===== src/rtl/i2c_sda_shifter_if.sv =====
// Byte-level command/result bundle between the I2C master FSM and the SDA shifter.
// The master modport belongs to the FSM and the slave modport to i2c_sda_shifter.
interface i2c_sda_shifter_if;
  logic       cmd_valid;
  logic       cmd_ready;
  logic [1:0] cmd;
  logic [7:0] tx_data;
  logic       send_ack;
  logic [7:0] rx_data;
  logic       ack_rcvd;
  logic       arb_lost;
  logic       done;

  modport master (
    output cmd_valid, cmd, tx_data, send_ack,
    input  cmd_ready, rx_data, ack_rcvd, arb_lost, done
  );

  modport slave (
    input  cmd_valid, cmd, tx_data, send_ack,
    output cmd_ready, rx_data, ack_rcvd, arb_lost, done
  );
endinterface


===== src/rtl/i2c_sda_shifter.sv =====
// SDA data path of the I2C master: START/STOP forming, byte transmit with ACK sampling,
// byte receive with ACK/NACK drive. Bit timing follows scl_generate's count_ctrl.
module i2c_sda_shifter #(
    parameter int unsigned T_LOW           = 6,
    parameter int unsigned T_HIGH          = 4,
    parameter int unsigned SETUP_SCL_START = 4,
    parameter int unsigned DATA_LEN        = 8
) (
    input  logic                  clk,
    input  logic                  rst,
    i2c_sda_shifter_if.slave      bus,
    input  logic [6:0]            count_ctrl,
    input  logic                  sda_i,
    output logic                  sda_oe,
    output logic [3:0]            bit_count
);

    localparam logic [6:0] DRV     = 7'(T_LOW / 2);
    localparam logic [6:0] SMP     = 7'(T_LOW + T_HIGH / 2);
    localparam logic [6:0] FEND    = 7'(T_LOW + T_HIGH - 1);
    localparam logic [6:0] ST_FALL = 7'(SETUP_SCL_START / 2);
    localparam logic [6:0] ST_END  = 7'(SETUP_SCL_START - 1);
    localparam logic [3:0] LAST    = 4'(DATA_LEN - 1);

    typedef enum logic [1:0] {
        CMD_START = 2'd0,
        CMD_WRITE = 2'd1,
        CMD_READ  = 2'd2,
        CMD_STOP  = 2'd3
    } cmd_e;

    typedef enum logic [2:0] {
        S_IDLE, S_START, S_TX_BIT, S_TX_ACK, S_RX_BIT, S_RX_ACK, S_STOP
    } state_e;

    state_e     state, state_n;
    logic       sda_oe_n;
    logic [7:0] shift, shift_n;
    logic [3:0] bit_count_n;
    logic [7:0] rx_data, rx_data_n;
    logic       ack_rcvd, ack_rcvd_n;
    logic       ack_sel, ack_sel_n;
    logic       arb_lost, arb_lost_n;
    logic       done, done_n;

    always_ff @(posedge clk or posedge rst) begin
        if (rst) begin
            state     <= S_IDLE;
            sda_oe    <= 1'b0;
            shift     <= '0;
            bit_count <= '0;
            rx_data   <= '0;
            ack_rcvd  <= 1'b0;
            ack_sel   <= 1'b0;
            arb_lost  <= 1'b0;
            done      <= 1'b0;
        end else begin
            state     <= state_n;
            sda_oe    <= sda_oe_n;
            shift     <= shift_n;
            bit_count <= bit_count_n;
            rx_data   <= rx_data_n;
            ack_rcvd  <= ack_rcvd_n;
            ack_sel   <= ack_sel_n;
            arb_lost  <= arb_lost_n;
            done      <= done_n;
        end
    end

    always_comb begin
        state_n     = state;
        sda_oe_n    = sda_oe;
        shift_n     = shift;
        bit_count_n = bit_count;
        rx_data_n   = rx_data;
        ack_rcvd_n  = ack_rcvd;
        ack_sel_n   = ack_sel;
        arb_lost_n  = 1'b0;
        done_n      = 1'b0;

        unique case (state)
            S_IDLE: begin
                if (bus.cmd_valid) begin
                    bit_count_n = '0;
                    unique case (cmd_e'(bus.cmd))
                        CMD_START: state_n = S_START;
                        CMD_WRITE: begin
                            shift_n    = bus.tx_data;
                            ack_rcvd_n = 1'b0;
                            state_n    = S_TX_BIT;
                        end
                        CMD_READ: begin
                            shift_n   = '0;
                            ack_sel_n = bus.send_ack;
                            state_n   = S_RX_BIT;
                        end
                        CMD_STOP: state_n = S_STOP;
                    endcase
                end
            end

            S_START: begin
                if (count_ctrl == ST_FALL) sda_oe_n = 1'b1;
                if (count_ctrl == ST_END) begin
                    state_n = S_IDLE;
                    done_n  = 1'b1;
                end
            end

            S_TX_BIT: begin
                if (count_ctrl == DRV) sda_oe_n = ~shift[7];
                // A released '1' seen low means another master owns the bus; back off silently.
                if (count_ctrl == SMP && !sda_oe && !sda_i) begin
                    arb_lost_n  = 1'b1;
                    sda_oe_n    = 1'b0;
                    bit_count_n = '0;
                    state_n     = S_IDLE;
                end
                if (count_ctrl == FEND) begin
                    shift_n     = {shift[6:0], 1'b0};
                    bit_count_n = bit_count + 4'd1;
                    if (bit_count == LAST) state_n = S_TX_ACK;
                end
            end

            S_TX_ACK: begin
                if (count_ctrl == DRV) sda_oe_n = 1'b0;
                if (count_ctrl == SMP) ack_rcvd_n = ~sda_i;
                if (count_ctrl == FEND) begin
                    bit_count_n = '0;
                    state_n     = S_IDLE;
                    done_n      = 1'b1;
                end
            end

            S_RX_BIT: begin
                if (count_ctrl == DRV) sda_oe_n = 1'b0;
                if (count_ctrl == SMP) shift_n = {shift[6:0], sda_i};
                if (count_ctrl == FEND) begin
                    bit_count_n = bit_count + 4'd1;
                    if (bit_count == LAST) begin
                        rx_data_n = shift;
                        state_n   = S_RX_ACK;
                    end
                end
            end

            S_RX_ACK: begin
                if (count_ctrl == DRV) sda_oe_n = ack_sel;
                if (count_ctrl == FEND) begin
                    bit_count_n = '0;
                    state_n     = S_IDLE;
                    done_n      = 1'b1;
                end
            end

            S_STOP: begin
                if (count_ctrl == DRV) sda_oe_n = 1'b1;
                if (count_ctrl == SMP) sda_oe_n = 1'b0;
                if (count_ctrl == FEND) begin
                    state_n = S_IDLE;
                    done_n  = 1'b1;
                end
            end

            default: state_n = S_IDLE;
        endcase
    end

    assign bus.cmd_ready = (state == S_IDLE);
    assign bus.rx_data   = rx_data;
    assign bus.ack_rcvd  = ack_rcvd;
    assign bus.arb_lost  = arb_lost;
    assign bus.done      = done;

endmodule


===== src/flat_wrapper.sv =====
// flat-port wrapper written by rule: the top's interface ports become plain ports
module i2c_sda_shifter_flat 
#(
    parameter int unsigned T_LOW           = 6,
    parameter int unsigned T_HIGH          = 4,
    parameter int unsigned SETUP_SCL_START = 4,
    parameter int unsigned DATA_LEN        = 8
)
  (clk, rst, count_ctrl, sda_i, sda_oe, bit_count, bus_cmd_valid, bus_cmd, bus_tx_data, bus_send_ack, bus_cmd_ready, bus_rx_data, bus_ack_rcvd, bus_arb_lost, bus_done);
  i2c_sda_shifter_if bus_i ();
  input  logic clk;
  input  logic rst;
  input  logic [6:0] count_ctrl;
  input  logic sda_i;
  output logic sda_oe;
  output logic [3:0] bit_count;
  input wire logic [$bits(bus_i.cmd_valid)-1:0] bus_cmd_valid;
  input wire logic [$bits(bus_i.cmd)-1:0] bus_cmd;
  input wire logic [$bits(bus_i.tx_data)-1:0] bus_tx_data;
  input wire logic [$bits(bus_i.send_ack)-1:0] bus_send_ack;
  output wire logic [$bits(bus_i.cmd_ready)-1:0] bus_cmd_ready;
  output wire logic [$bits(bus_i.rx_data)-1:0] bus_rx_data;
  output wire logic [$bits(bus_i.ack_rcvd)-1:0] bus_ack_rcvd;
  output wire logic [$bits(bus_i.arb_lost)-1:0] bus_arb_lost;
  output wire logic [$bits(bus_i.done)-1:0] bus_done;
  assign bus_i.cmd_valid = bus_cmd_valid;
  assign bus_i.cmd = bus_cmd;
  assign bus_i.tx_data = bus_tx_data;
  assign bus_i.send_ack = bus_send_ack;
  assign bus_cmd_ready = bus_i.cmd_ready;
  assign bus_rx_data = bus_i.rx_data;
  assign bus_ack_rcvd = bus_i.ack_rcvd;
  assign bus_arb_lost = bus_i.arb_lost;
  assign bus_done = bus_i.done;
  i2c_sda_shifter #(.T_LOW(T_LOW), .T_HIGH(T_HIGH), .SETUP_SCL_START(SETUP_SCL_START), .DATA_LEN(DATA_LEN)) u_core (.clk(clk), .rst(rst), .bus(bus_i), .count_ctrl(count_ctrl), .sda_i(sda_i), .sda_oe(sda_oe), .bit_count(bit_count));
endmodule

===== config.mk =====
export PLATFORM = sky130hd
export DESIGN_NAME = i2c_sda_shifter_flat
export DESIGN_NICKNAME = d
export VERILOG_FILES = /design/src/rtl/i2c_sda_shifter_if.sv /design/src/rtl/i2c_sda_shifter.sv /design/src/flat_wrapper.sv
export SDC_FILE = /design/constraint.sdc
export NUM_CORES = 1
export LEC_CHECK = 0
export ABC_AREA = 1
export CAP_MARGIN = 20
export CORE_ASPECT_RATIO = 1.75
export CORE_MARGIN = 10
export CORE_UTILIZATION = 52
export DETAILED_ROUTE_END_ITERATION = 12
export GPL_ROUTABILITY_DRIVEN = 1
export PLACE_DENSITY = 0.81
export SYNTH_ARGS = -nofsm -noshare
export SYNTH_HDL_FRONTEND = slang
export SYNTH_SLANG_ARGS = --single-unit

===== constraint.sdc =====
create_clock -name clk -period 1.58 [get_ports clk]
set_input_delay 0.316 -clock clk [delete_from_list [all_inputs] [get_ports clk]]
set_output_delay 0.316 -clock clk [all_outputs]
set_load 0.05 [all_outputs]

==> qor.txt <==
RR Endpoint - u_core.bit_count[0]
CP max stage cell - dfrtp_2
CP top delay family - flip-flops
CTS H-tree lvls - 1
GRT overflow - 0
Synth Seq Share - 0.362
CP Data Arrival Time - 1.26 ns
Gate Area - 1120 um2
Post-synth area hogs - dfrtp_1, nand2_1, o21ai_2
Fp_density - 0.534
Flop-to-flop setup slack - 0.02 ns
Hold Slack - 0.389 ns
Setup Skew - 0.00296 ns
Number of clock sinks - 28
Signal buffers - 71
Post-DR wirelength/cell - 16.8 um
Worst hold path class - in -> async
CP Launch Point - u_core.state[2]
Worst path buffer plus inverter count - 2
Count of library flops with an enable pin - 0
Combinational share of cell area - 0.379
Signal inverters - 36
Layout cells sized above 1 - 0.410
Die Ht - 101 um
Critical-path cell list - buf_4 -> nor2_8 -> buf_12
Area of placed instances - 2640 um2
Syn Inst Count - 248
R2R depth - 11
Critical path depth in cells - 3
Status - finished clean
Buffering overhead - 0.290
Flops out of synthesis - 28
Initial DRT Pass Iterations - 4
Final wirelength - 6.11 mm
Total Routing Usage GR - 0.160
Crit path kind - reg -> out
GPL Wtd Cong - 0.937
Tool warning count - 30
Die ar. - 6670 um2
Ys flop type - dfrtp_1
Post-cts hold buffer count - 0
Worst slew pin tran - 0.377 ns
Hold Fails Final Rpt - 0
Top cell category - logic gates
Clock slew at reported path FFs - 0.10 ns
Peak VDD IR - 0.714 mV
Max_cap viols - 0
Vias - 2006
Final #Nets - 345
Antenna violations before repair - 0
Layout Utilization - 0.816
Top cells by count - nand2_1, inv_1, dfrtp_1, nand3_1, o21ai_2
[logic make-up after synthesis]
family | Yosys count | share of synthesized area
buf+inv | 42 | 0.108
simple gates | 126 | 0.334
xor+xnor | 2 | 0.00904
mux | 1 | 0.00581
fa+ha+maj | 5 | 0.0323
compound gates | 44 | 0.150
flops | 28 | 0.362
[what timing repair did]
item,CTS,global route
endpoints found under the setup margin,4,26
buffers inserted,3,5
gates cloned,0,2
pin swaps,2,20
gates resized,4,43
[where the power goes]
part	internal (mW)	switching, mW
Combinational	0.277	0.308
Sequential	0.764	0.0357
Clock	0.340	0.237
[layer usage]
metal	vias to the layer above	GRT usage	wire [um]	share of wire
li1	932	-	-	-
met1	948	0.173	2120	0.35
met2	99	0.279	3430	0.56
met3	27	0.0356	329	0.054
met4	0	0.0810	235	0.038
met5	-	0	0	0
Cells colored by class:
Fill, decap, tap and diode cells in gray.
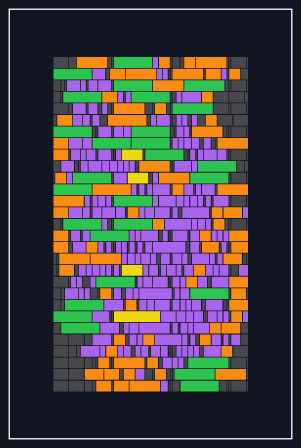
legend:
  green:
    class: flops
    cells: 28
    share_of_their_area: 24%
  yellow:
    class: clock drivers and dummy loads
    cells: 4
    share_of_their_area: 2.5%
  orange:
    class: other buffers and delay cells
    cells: 71
    share_of_their_area: 30%
  purple:
    class: all other logic
    cells: 214
    share_of_their_area: 44%

Cell placement:
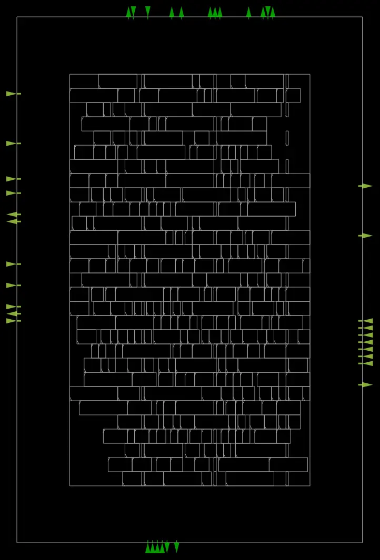
# fillers: 202
sequential cell area share: 0.238
Placement Rows: 29
Seq cells: 28

Power is estimated from default activity; no workload was simulated.
